### src/rtl/tile_map_arbiter.sv
// tile_map_arbiter: arbitrates video, physics and write ports onto one
// single-port 300x3 tile RAM. Video has absolute priority. Physics and writes
// alternate via a last_served bit. Out-of-range coordinates never touch the
// RAM. Out-of-range reads return the solid tile.
// Optional build macro TILE_MAP_INIT_EN: after reset, fill the RAM with the
// default level map (300 writes) before ready rises.
module tile_map_arbiter (
    input  logic       Clk,
    input  logic       Reset,
    input  logic       vid_req,
    input  logic [3:0] vid_row,
    input  logic [4:0] vid_col,
    output logic       vid_valid,
    output logic [2:0] vid_data,
    input  logic       phys_req,
    input  logic [3:0] phys_row,
    input  logic [4:0] phys_col,
    output logic       phys_gnt,
    output logic       phys_valid,
    output logic [2:0] phys_data,
    input  logic       wr_req,
    input  logic [3:0] wr_row,
    input  logic [4:0] wr_col,
    input  logic [2:0] wr_data,
    output logic       wr_gnt,
    output logic [8:0] mem_addr,
    output logic       mem_we,
    output logic [2:0] mem_wdata,
    input  logic [2:0] mem_rdata,
    output logic       ready
);
    localparam logic [2:0] SOLID   = 3'b111;
    localparam logic       LS_PHYS = 1'b0;
    localparam logic       LS_WR   = 1'b1;

    typedef enum logic {INIT, RUN} state_t;

    state_t     state;
    logic       last_served;
    logic       active;
    logic       vid_sel;
    logic       phys_sel;
    logic       wr_sel;
    logic       vid_rd_p1;
    logic       vid_oor_p1;
    logic       phys_rd_p1;
    logic       phys_oor_p1;
`ifdef TILE_MAP_INIT_EN
    logic [3:0] init_row;
    logic [4:0] init_col;
`endif

    function automatic logic [8:0] tile_addr(input logic [3:0] row, input logic [4:0] col);
        return ({5'd0, row} * 9'd20) + {4'd0, col};
    endfunction

    function automatic logic in_range(input logic [3:0] row, input logic [4:0] col);
        return (row < 4'd15) && (col < 5'd20);
    endfunction

`ifdef TILE_MAP_INIT_EN
    function automatic logic [2:0] init_tile(input logic [3:0] row, input logic [4:0] col);
        if (row >= 4'd11) return SOLID;
        if ((row == 4'd10) && (col >= 5'd16)) return SOLID;
        if ((row == 4'd9) && ((col == 5'd17) || (col == 5'd18))) return SOLID;
        return 3'b000;
    endfunction
`endif

    // Grant selection and RAM port drive for the current cycle
    always_comb begin
        active    = ready && !Reset;
        vid_sel   = active && vid_req;
        phys_sel  = active && !vid_req && phys_req && (!wr_req || (last_served == LS_WR));
        wr_sel    = active && !vid_req && wr_req && (!phys_req || (last_served == LS_PHYS));
        mem_addr  = 9'd0;
        mem_we    = 1'b0;
        mem_wdata = 3'b000;
        if (vid_sel) begin
            if (in_range(vid_row, vid_col)) mem_addr = tile_addr(vid_row, vid_col);
        end else if (phys_sel) begin
            if (in_range(phys_row, phys_col)) mem_addr = tile_addr(phys_row, phys_col);
        end else if (wr_sel && in_range(wr_row, wr_col)) begin
            mem_addr  = tile_addr(wr_row, wr_col);
            mem_we    = 1'b1;
            mem_wdata = wr_data;
        end
`ifdef TILE_MAP_INIT_EN
        if (!Reset && (state == INIT)) begin
            mem_addr  = tile_addr(init_row, init_col);
            mem_we    = 1'b1;
            mem_wdata = init_tile(init_row, init_col);
        end
`endif
    end

    // Grant strobes and read results (RAM data lands one cycle after the grant)
    always_comb begin
        phys_gnt   = phys_sel;
        wr_gnt     = wr_sel;
        vid_valid  = vid_rd_p1 && !Reset;
        phys_valid = phys_rd_p1 && !Reset;
        vid_data   = vid_valid ? (vid_oor_p1 ? SOLID : mem_rdata) : 3'b000;
        phys_data  = phys_valid ? (phys_oor_p1 ? SOLID : mem_rdata) : 3'b000;
    end

    // Mode FSM, ready flag, round-robin pointer and init fill counters
    always_ff @(posedge Clk) begin
        if (Reset) begin
            last_served <= LS_WR;
`ifdef TILE_MAP_INIT_EN
            state       <= INIT;
            ready       <= 1'b0;
            init_row    <= 4'd0;
            init_col    <= 5'd0;
`else
            state       <= RUN;
            ready       <= 1'b1;
`endif
        end else begin
            if (phys_sel) last_served <= LS_PHYS;
            else if (wr_sel) last_served <= LS_WR;
            case (state)
                INIT: begin
`ifdef TILE_MAP_INIT_EN
                    if (init_col == 5'd19) begin
                        init_col <= 5'd0;
                        if (init_row == 4'd14) begin
                            state <= RUN;
                            ready <= 1'b1;
                        end else begin
                            init_row <= init_row + 4'd1;
                        end
                    end else begin
                        init_col <= init_col + 5'd1;
                    end
`else
                    state <= RUN;
                    ready <= 1'b1;
`endif
                end
                RUN: begin
                    state <= RUN;
                    ready <= 1'b1;
                end
            endcase
        end
    end

    // Stage p1: read-in-flight flags (aborted by reset)
    always_ff @(posedge Clk) begin
        if (Reset) begin
            vid_rd_p1  <= 1'b0;
            phys_rd_p1 <= 1'b0;
        end else begin
            vid_rd_p1  <= vid_sel;
            phys_rd_p1 <= phys_sel;
        end
    end

    // Stage p1: out-of-range markers travelling with the read flags
    always_ff @(posedge Clk) begin
        vid_oor_p1  <= !in_range(vid_row, vid_col);
        phys_oor_p1 <= !in_range(phys_row, phys_col);
    end
endmodule

### config.mk
export PLATFORM = sky130hd
export DESIGN_NAME = tile_map_arbiter
export DESIGN_NICKNAME = d
export VERILOG_FILES = /design/src/rtl/tile_map_arbiter.sv
export SDC_FILE = /design/constraint.sdc
export NUM_CORES = 1
export LEC_CHECK = 0
export CORE_ASPECT_RATIO = 0.6
export CORE_MARGIN = 5
export CORE_UTILIZATION = 40
export DETAILED_ROUTE_END_ITERATION = 10
export GPL_ROUTABILITY_DRIVEN = 0
export PLACE_DENSITY = 0.9
export REMOVE_ABC_BUFFERS = 1
export SLEW_MARGIN = 0
export SYNTH_ARGS = -nofsm -noshare
export SYNTH_HDL_FRONTEND = slang
export SYNTH_SLANG_ARGS = --single-unit
### constraint.sdc
create_clock -name Clk -period 7 [get_ports Clk]
set_input_delay 2.1 -clock Clk [delete_from_list [all_inputs] [get_ports Clk]]
set_output_delay 2.1 -clock Clk [all_outputs]
set_load 0.01 [all_outputs]
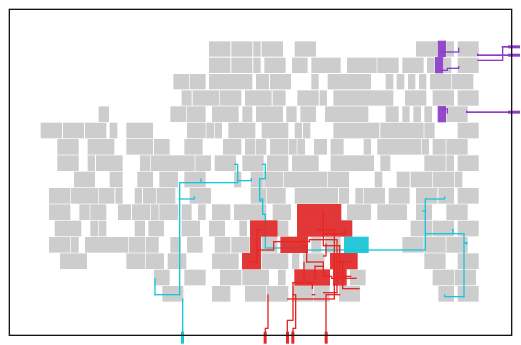
*I/O nets highlighted, run 1*
(6 px per µm)
Key: mem_we = cyan [bits 1, direction output, end cells 1, buffers 1, wire 129 µm]; wr_row = red [bits 4, direction input, end cells 11, buffers 7, wire 146 µm]; phys_data = purple [bits 3, direction output, end cells 3, buffers 3, wire 29.7 µm]

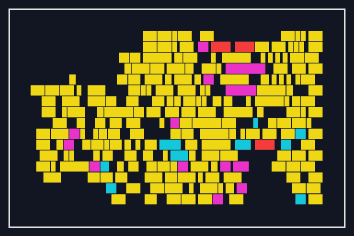
*Cells by drive strength, run 1*
(4 px per µm)
Key: drive 1 or less = yellow [cells 200, share 89%, most used clkdlybuf4s50_1]; drive 2 = cyan [cells 9, share 4.0%, most used and2_2]; drive 6 and up = red [cells 3, share 1.3%, most used clkbuf_8]; drive 3 to 4 = magenta [cells 13, share 5.8%, most used buf_4]

==> reports/metrics.yaml, run 1 <==
nClkBuffers: 4
fin_hold_ws_ns: 0.6275
ys_cells: 156
worst_path_max_delay_cell: "fa_1"
cts_tree: "done"
die-area_mm2: 0.004516
diodes: 0
timing.fmax_mhz: 146.6
r2r-start: "last_served"
drt-pass1-iter-count: 4
regArea_um2: 100.1
layout_setup_ws_ns: 0.1808
edf_count: 0
ys_sh_simple: 0.2114
fin_nets: 291
drt_iter0_drc: 63
largestClassByArea: "multi-input combinational cells"
grt_antenna_before_repair: 0
reg2reg_to: "last_served"
yosys_area_mm2: 0.001296
area_delta_synth_final_pct: 57.05
inv_count: 21
top_logic_kind: "adder cells"
synthFlopType: "dfxtp_1"
min_from: "last_served"
grt_overflow: 0
post_cts.repair.setup_buffers: 0
die_h_um: 54.10
clock_path_buffers: 2
avgSynthCellArea_um2: 8.309
worstHoldPathCells: 1
wire_per_inst_um: 14.06
cp-start-kind: "input pin"
stdcell_count: 270
mux_share: 0.007722
clk_latency_ns: 0.23
seq-cell-share: 0.04917
dp_slack_ns: -0.002400
fin_crit_sh: 0.9742
design.seq.count: 5
worstHoldEndpoint: "last_served"
power_w: 0.0002194
status: "complete, no violations"
num-multi-input-gates: 126
cts_sinks: 5
p_per_area_mw_per_mm2: 107.8
vias: 1386
post-route-min-period_ns: 6.819
r2r_cells: 2
buffers: 69
finClkSkew_ns: 0.00002438
synth-seq-area-share: 0.07722
core-area_mm2: 0.003183
cts_hold_buffers: 0
compound_area_frac: 0.1988
nFillCells: 278
tns_ns: 0
yosysUniqueCellTypes: 43
place_area_mm2: 0.001983
synth_top_area_share: 0.2027
ys.flops: 5
maxSlewViolCount: 0
cp_top_family: "adder cells"
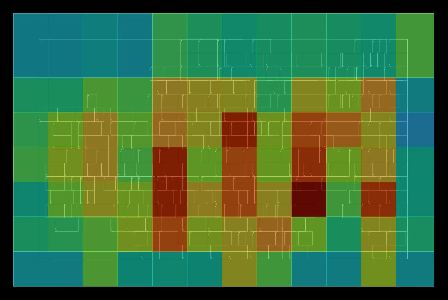
*Routing congestion, run 1*
grt met1 use: 0.2083
fin util: 0.6395
M2 GR Usage: 0.3032

[run 1: layer usage]
metal  wire length, µm  vias to the layer above  GRT usage
met5                 0                        -          0
met2              1705                       50     0.3032
met3               282                        4    0.04281
li1                  -                      691          -
met4                35                        0    0.05882
met1              1773                      641     0.2083
[run 1: Yosys cell counts, types with 2 or more instances]
master and count:
a21oi_1 7, a222oi_1 6, nor2b_1 4, o21ai_0 4
nand3b_1 2, nor3_1 2, and2_2 4, xor2_1 11
inv_1 19, nand2_1 6, nand3_1 2, dfxtp_1 5
nand2b_1 3, ha_1 21, nand4_1 3, a21o_1 5
fa_1 6, nor2_1 15, o21ai_1 2, xnor2_1 6
[run 1: report_power, final]
group / internal [W] / switching [W]
logic: 0.0000714 / 0.0000617
registers: 0.0000306 / 0.00000143
clock network: 0.0000392 / 0.0000151
## Run 2: what changed since run 1
ABC_AREA = 1   (was default)
CTS_BUF_LIST = sky130_fd_sc_hd__clkbuf_2 sky130_fd_sc_hd__clkbuf_4 sky130_fd_sc_hd__clkbuf_8   (was default)
PLACE_DENSITY = 0.88   (was 0.9)
SKIP_LAST_GASP = 1   (was default)
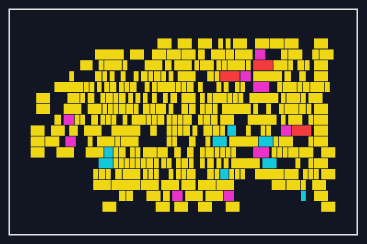
*Cells by drive strength, run 2*
(4 px per µm)
Key: drive 1 or less = yellow [cells 286, share 93%, most used nand2_1]; drive 3 to 4 = magenta [cells 9, share 2.9%, most used buf_4]; drive 6 and up = red [cells 3, share 0.98%, most used clkbuf_8]; drive 2 = cyan [cells 8, share 2.6%, most used nand3_2]

==> reports/metrics.yaml, run 2 <==
fin_nets: 372
core-area_mm2: 0.003323
busiest_layer: "met2"
fin_hold_ws_ns: 0.5155
ys_sh_xor: 0.01242
cts_hold_buffers: 0
worst_path_max_delay_cell: "clkdlybuf4s50_1"
clk_latency_ns: 0.22
use_met3: 0.04882
synthFlopType: "dfxtp_1"
status: "complete, no violations"
compound_area_frac: 0.03727
clock_path_buffers: 2
cts_root_buffer: "clkbuf_8"
wl_met1_um: 1964
ys.flops: 5
nClkBuffers: 4
tns_ns: 0
inv_count: 51
cts_tree: "done"
edf_count: 0
syn-cell-area_mm2: 0.001410
leakagePower_nw: 1.150
wl_met2_um: 1821
regArea_um2: 100.1
design.seq.count: 5
maxCapViolCount: 0
nFillCells: 310
grt_overflow: 0
ys_cells: 238
power_w: 0.0002207
stdcell_count: 351
final_util: 0.6446
hold_viol_final: 0
use_met2: 0.2702
dr.max_layer_used: "met4"
drt_iter0_drc: 58
drt-pass1-iter-count: 4
cts_sinks: 5
avgSynthCellArea_um2: 5.925
seq-cell-share: 0.04673
timing.fmax_mhz: 147.0
die_h_um: 55.99
synth.most_common_cell: "nand2_1"
mux_share: 0
finClkSkew_ns: 0.001417
area_delta_synth_final_pct: 51.91
buffers: 66
num-multi-input-gates: 180
post_cts.repair.setup_buffers: 0
yosysUniqueCellTypes: 22
die-area_mm2: 0.004852
diodes: 0
layout_setup_ws_ns: 0.1982
met3_wirelength_um: 457
post-route-min-period_ns: 6.802
grt_antenna_before_repair: 0
wire_per_inst_um: 12.13
yosys_area_mm2: 0.001410
cp-start-kind: "input pin"
place_area_mm2: 0.002093
use_met1: 0.2386
ys_sh_simple: 0.4561
fin_crit_sh: 0.9717
synth-seq-area-share: 0.07098
largestClassByArea: "multi-input combinational cells"
yosys-top-cells-count: "79 x nand2_1, 50 x inv_1, 38 x nand3_1, 21 x ha_1"
synth_top_area_share: 0.2103
cp_top_family: "buffers and inverters"
==> run 2: netlist changes by cell type in the layout (fill, tap and decap cells not counted), sizes merged, moves of 4 or more <==
cell,change
a21o,-5
a222oi,-6
and2,-4
inv,+30
nand2,+73
nand3,+40
nor2,-5
nor2b,-4
xnor2,-6
xor2,-9
==> run 2: final timing paths <==
path / from / end / slack [ns] / depth (start not counted)
max: phys_row[1] / mem_addr[7] / 0.20 / 13
min reg2reg: last_served / last_served / 0.52 / 2
max reg2reg: last_served / last_served / 6.14 / 5
min: last_served / last_served / 0.52 / 2
==> run 2: report_power, final <==
part	internal [W]	switching [W]	leakage (nW)
clock network	0.0000431	0.0000155	0.0262
logic	0.0000625	0.0000688	1.08
registers	0.0000304	0.000000445	0.0416
total	0.000136	0.0000847	1.15
## Run 3: what changed since run 2
SETUP_SLACK_MARGIN = 0.5   (was default)
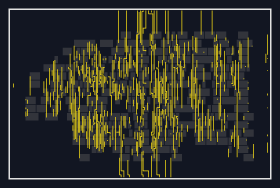
*Metal 2, run 3*
(3 px per µm)
The layer holds 43% of the routed length. The wires run mostly vertical. 303 nets have wire on it. The layer carries 1820 µm of wire. The longest straight run is 22.4 µm.
M2 GR Usage: 0.2702
vias: 1735
Detailed Route WL: 4280 µm

==> reports/metrics.yaml, run 3 <==
status: "complete, no violations"
layout_setup_ws_ns: 0.6314
dp_slack_ns: 0.1950
largestClassByArea: "multi-input combinational cells"
place_area_mm2: 0.002093
die-area_mm2: 0.004852
cts_root_buffer: "clkbuf_8"
use_met1: 0.2386
cts_sinks: 5
comb_cell_power_w: 0.000131
final_util: 0.6450
syn-cell-area_mm2: 0.001410
yosys_area_mm2: 0.001410
synth_top_area_share: 0.2103
seq-cell-share: 0.04670
area_delta_synth_final_pct: 52.00
yosys-top-cells-count: "79 x nand2_1, 50 x inv_1, 38 x nand3_1, 21 x ha_1"
leakagePower_nw: 1.190
timing.fmax_mhz: 157.0
num-multi-input-gates: 180
drt_iter0_drc: 61
cts_hold_buffers: 0
power.group.top: "combinational logic"
ys_sh_simple: 0.4561
fin_nets: 372
ys_cells: 238
die_h_um: 55.99
grt_overflow: 0
finClkSkew_ns: 0.001485
p_seq_w: 0.0000309
compound_area_frac: 0.03727
stdcell_count: 351
p_int_w: 0.0001350
grt_antenna_before_repair: 0
top_logic_kind: "simple AND/OR/NAND/NOR gates"
regArea_um2: 100.1
post_cts.repair.setup_buffers: 0
fin_crit_sh: 0.9098
maxCapViolCount: 0
core-area_mm2: 0.003323
power_frac_seq: 0.140
nClkBuffers: 4
clock_path_buffers: 2
clk_latency_ns: 0.22
post-route-min-period_ns: 6.369
synth.most_common_cell: "nand2_1"
design.seq.count: 5
power_w: 0.0002202
mux_share: 0
yosysUniqueCellTypes: 22
p_clk_w: 0.0000585
-- run 3: cell counts after synthesis --
No cell type changed its count.
-- run 3: layer usage --
| metal | vias to the layer above | share of wire |
|---|---|---|
| met5 | - | 0 |
| met3 | 5 | 0.12 |
| met4 | 0 | 0.0079 |
| met2 | 84 | 0.43 |
| met1 | 757 | 0.45 |
| li1 | 889 | - |
-- run 3: worst paths after layout --
path	startpoint	end	slack, ns	depth (start not counted)
hold / removal	last_served	last_served	0.52	2
hold reg to reg	last_served	last_served	0.52	2
setup / recovery	vid_row[1]	mem_addr[7]	0.63	11
setup reg to reg	last_served	last_served	6.13	5
-- run 3: worst register-to-register path, cell delays in order (launching register included) --
cell      delay (ns)
dfxtp_1         0.32
inv_1           0.05
nand2_1         0.07
nand3_2         0.11
inv_1           0.11
o211ai_1        0.09

==> screenshots <==
Logic cells by family.
(6 px per µm)
shot_01.png
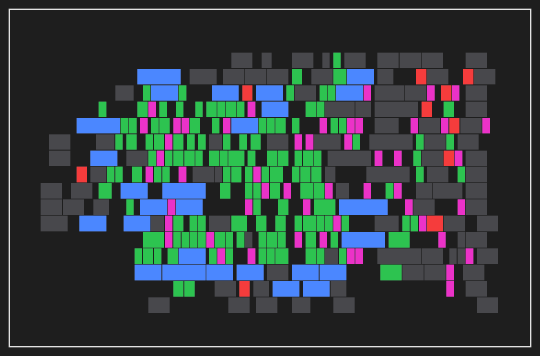
shot_02.png
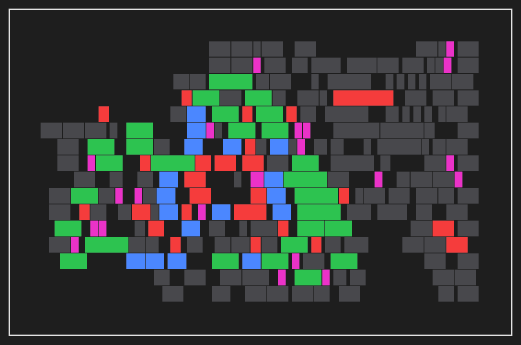
shot_01.png comes from run 3.
shot_02.png comes from run 1.
- most cells: shot_01.png

Power figures rest on the tool's default switching activity, not on a simulated workload.
